`config.mk`:
```
export PLATFORM = sky130hd
export DESIGN_NAME = regfile_2r1w
export DESIGN_NICKNAME = d
export VERILOG_FILES = /design/src/rtl/regfile_2r1w.sv
export SDC_FILE = /design/constraint.sdc
export NUM_CORES = 2
export LEC_CHECK = 0
export CORE_MARGIN = 1.5
export CORE_UTILIZATION = 49
export CTS_CLUSTER_SIZE = 16
export DETAILED_ROUTE_END_ITERATION = 6
export PLACE_DENSITY = 0.65
export SYNTH_ARGS = -nofsm -noshare
export SYNTH_HDL_FRONTEND = slang
export SYNTH_SLANG_ARGS = --single-unit
```
`constraint.sdc`:
```
create_clock -name clk -period 2.55 [get_ports clk]
set_input_delay 0.51 -clock clk [delete_from_list [all_inputs] [get_ports clk]]
set_output_delay 0.51 -clock clk [all_outputs]
set_load 0.01 [all_outputs]
```
`src/rtl/regfile_2r1w.sv`:
```
// General-purpose register file: one synchronous write port and two registered read ports.
// Register 0 reads as zero, and a write in the same cycle is forwarded to a read of the same register.
module regfile_2r1w #(
   parameter int WIDTH = 32,
   parameter int NREGS = 32,
   parameter int AW    = 5
) (
   input  logic             clk,
   input  logic             reset,
   input  logic             we,
   input  logic [AW-1:0]    waddr,
   input  logic [WIDTH-1:0] wdata,
   input  logic             re1,
   input  logic [AW-1:0]    raddr1,
   output logic [WIDTH-1:0] rdata1,
   input  logic             re2,
   input  logic [AW-1:0]    raddr2,
   output logic [WIDTH-1:0] rdata2
);

   logic [WIDTH-1:0] regs_q [NREGS];
   logic [WIDTH-1:0] regs_d [NREGS];
   logic [WIDTH-1:0] rdata1_q, rdata1_d;
   logic [WIDTH-1:0] rdata2_q, rdata2_d;
   logic             wr_valid;

   // Next value of one read register.
   // stored is the array entry as it stands before the edge.
   function automatic logic [WIDTH-1:0] read_next(
      input logic             re,
      input logic [AW-1:0]    raddr,
      input logic [WIDTH-1:0] stored,
      input logic [WIDTH-1:0] prev
   );
      logic [WIDTH-1:0] res;
      res = prev;
      if (re) begin
         if (raddr == '0)
            res = '0;
         else if (wr_valid && (waddr == raddr))
            res = wdata;
         else
            res = stored;
      end
      return res;
   endfunction

   assign wr_valid = we && (waddr != '0);

   always_comb begin
      // NOTE: every variable written here is given a default first, so no path leaves it unassigned and no latch is inferred.
      regs_d = regs_q;
      if (wr_valid)
         regs_d[waddr] = wdata;
      regs_d[0] = '0;

      rdata1_d = read_next(re1, raddr1, regs_q[raddr1], rdata1_q);
      rdata2_d = read_next(re2, raddr2, regs_q[raddr2], rdata2_q);
   end

   always_ff @(posedge clk) begin
      // NOTE: the storage array is a flat set of flops, so it can be reset and is, which keeps X off the outputs after the first reset edge.
      if (reset) begin
         regs_q   <= '{default: '0};
         rdata1_q <= '0;
         rdata2_q <= '0;
      end else begin
         // NOTE: non-blocking assignments let every flop here sample values from before the edge.
         regs_q   <= regs_d;
         rdata1_q <= rdata1_d;
         rdata2_q <= rdata2_d;
      end
   end

   assign rdata1 = rdata1_q;
   assign rdata2 = rdata2_q;

endmodule

```
Figure 1. Placement density heat map.
The die is cut into 33 by 33 equal tiles; black is low, pale yellow is high, 0 to 100% covered.
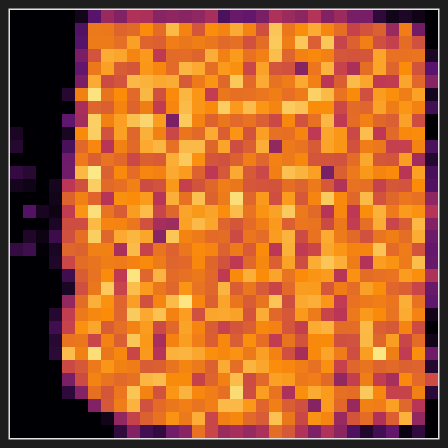
nearly empty tiles: 12%
tiles over 75% full: 24%
mean over tiles: 56%
fullest tile: 95%

Figure 2. Placed cells, one colour a class.
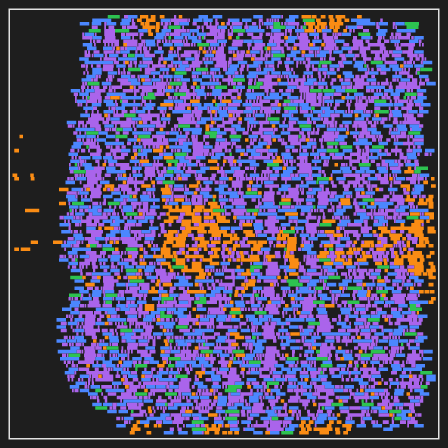
[green] clock drivers and dummy loads | cells: 195 | share of their area: 6.0%
[blue] registers | cells: 1056 | share of their area: 35%
[orange] remaining buffers and delay cells | cells: 585 | share of their area: 11%
[purple] remaining logic cells | cells: 4279 | share of their area: 48%

Figure 3. Sequential cells grouped by signal name.
Other sequential cells in the stronger grey, the rest of the logic in the fainter grey.
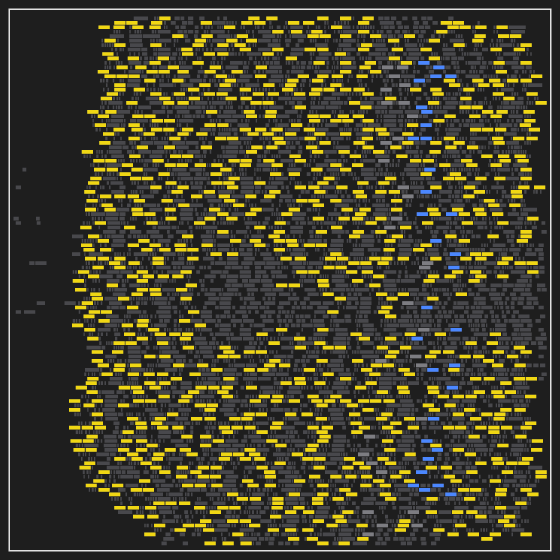
[blue] rdata2 | sequential cells: 32 | where: a column on the right
[yellow] regs_q | sequential cells: 992 | where: all over the die
Util after Layout: 0.5909
flop share of the area: 0.3384
seq pwr: 16.8 mW

Figure 4. Congestion heat map.
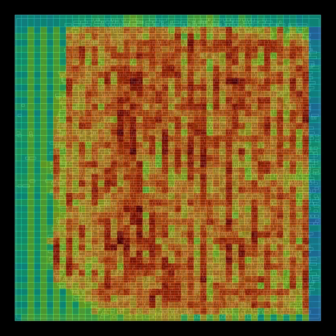
GRT Overall Usage: 0.3525
routing layer with the top usage in global route: met2
met2 Resource Use GR: 0.5406
met3 usage in global routing: 0.08497

==> results.cfg <==
; flow metrics
[layout]
insertedDiodeCount = 2
comb_area_share = 0.4646
post-route-cell-area_sq_um = 62470
logic_gate_count = 4278
layout.buffer.nonclock.area_share = 0.1104
drive_above_1_share = 0.2124
layout.filler_cells = 8983
clock_buffer_count = 149
clock_area_frac = 0.05853
largest_class = multi-input combinational cells
layout.area.comb_sq_um = 29020
most_common_library_cell_in_the_layout_ignoring_fill_and_taps = sky130_fd_sc_hd__nand2_1
final_cell_mix = sky130_fd_sc_hd__nand2_1, sky130_fd_sc_hd__dfxtp_1, sky130_fd_sc_hd__a21oi_1
max_flop_register = regs_q
inverters_excl_clock = 1
design.final.nets = 6084
max_reg_flops = 992
non_clock_buffer_count = 585

[synth]
yosys.stat.seqShare = 0.4031
synth-edff-count = 0
netlist_top_cells_count = sky130_fd_sc_hd__nand2_1, sky130_fd_sc_hd__dfxtp_1, sky130_fd_sc_hd__a21oi_1
dominant_flop_cell = sky130_fd_sc_hd__dfxtp_1
yosys-stat-cells = 5979
synthesis.yosys.warnings = 0
synthArstFlopShare = 0
netlist_area_sq_um = 52450
post-synth-top-area-fraction = 0.4031
post_synth_inst_count = 5979
yosys.area.top_type = sky130_fd_sc_hd__dfxtp_1
top_cell_type_by_instance_count_after_synthesis = sky130_fd_sc_hd__nand2_1
postSynthAreaPerCell_sq_um = 8.772
synth.net_count = 6031
numSynthFlops = 1056
synth-area-yosys_sq_um = 52450

[setup_path]
crit_path_top_delay_cell = sky130_fd_sc_hd__clkdlybuf4s50_1
critical_path_cell_count = 1
worst-setup-path-type = flop to output port
cp.arrival_ns = 1.78
setup.worst_path.start = rdata2[1]
rr_worst_depth = 6
worst_setup_path_start_kind = flop
timing.critical_path.to = rdata2[1]
r2r_slack_ns = 0.60
crit_path_end_kind = output port
critical_path.cell_chain = clkdlybuf4s50_1
critical_path.max_stage_delay_ns = 0.60
required_ns = 2.04
dominant_delay_contributor_by_cell_family_on_the_critical_path = buffers and inverters
worst-path-max-fanout = 2
worst_reg2reg_path_endpoint = rdata2[13]

[timing]
fin_crit_ns = 2.285
post-route-period-util = 0.8962
setup_viol_count_final = 0
timing_worst_slew_pin_value_ns = 1.126
finalHoldViolations = 0
skew_ns = 0.02248
totalNegativeSetupSlack_ns = 0
clock.fmax_ghz = 0.4376

[hold_path]
min_path_type = primary input to flop
min_to = regs_q[641]
hold_depth = 3
min-delay-start = reset

[clock_network]
cts_resized = 0
numClockSinks = 1056
cts-buffers-inserted = 110
cts_buffer_depth = 3
root_buffer = sky130_fd_sc_hd__clkbuf_16
cts_setup_buffers = 0
postCtsHoldBufs = 0
htree_levels = 3
worst_skew_pair.late_latency_ns = 0.69

[routing]
detail_route.iter0.violations = 6914
routedLengthMet1_microns = 74160
detailedRoute.firstPassIterationCount = 6
dr_wl_met3_microns = 25240
number_of_remaining_drc_errors = 0
dr_total_vias = 48450
drt-wirelength-per-cell_microns = 26.05
top_layer_used = met4
postRouteAntennaNets = 0
post_drt_via_cell_ratio = 6.453
met2_wirelength_microns = 88140
finalWirelength_microns = 195600

[floorplanning]
die_area_sq_um = 109000
fp.coreArea_sq_um = 105700
height_of_the_die_microns = 330.2
floorplan.die.width_microns = 330.2
rows = 119
fp_util = 0.4961
top_level_ports = 116

[grt]
grt_antenna_before_repair = 3
maximum_number_of_pins_on_one_net_before_global_route_repair = 212
gr-total-overflow = 0
first_global_vias = 45990

[pwr]
pwr-share-seq = 0.454
leakage_power_total_nw = 20.83
ir_drop_mv = 0.5009
top_power_group = sequential cells
p_sw_frac = 0.2542
internal-power_mw = 27.66
clock_power_mw = 16.5
clkPwrFrac = 0.446
power-per-cell-area_nw_per_um2 = 593.7
power_combinational_mw = 3.72
p_switching_mw = 9.426
share_comb_of_total_power = 0.100

[job]
drv_cap = 0
log.warning_count = 39

[placement]
postPlaceCellArea_sq_um = 58810
port_buffers = 115
detailedPlacementHpwl_microns = 126900

[outcome]
outcome = complete, no violations
[logic make-up (layout without fill, tap and decap cells)]
group           after synthesis  in the layout  synth area share
xor+xnor                     10             10          0.001670
buf+inv                     645            781           0.05017
mux                         614            614            0.2271
compound gates             1357           1357            0.1457
other cells                   0              2                 0
flops                      1056           1056            0.4031
simple gates               2297           2297            0.1723
[stage by stage]
stage / power, mW / worst slack [ns] / std cells / hold slack (ns)
2_1_floorplan: 19.08 / 0.1924 / 5979 / 0.4429
3_3_place_gp: 20.77 / -0.2867 / 7311 / 0.4487
3_5_place_dp: 20.79 / -0.3000 / 7311 / 0.4565
4_1_cts: 37.05 / 0.2541 / 7506 / 0.3212
5_1_grt: 37.95 / 0.2541 / 7506 / 0.3466
6_report: 37.09 / 0.2646 / 7508 / 0.3378
Power figures rest on the tool's default switching activity, not on a simulated workload.
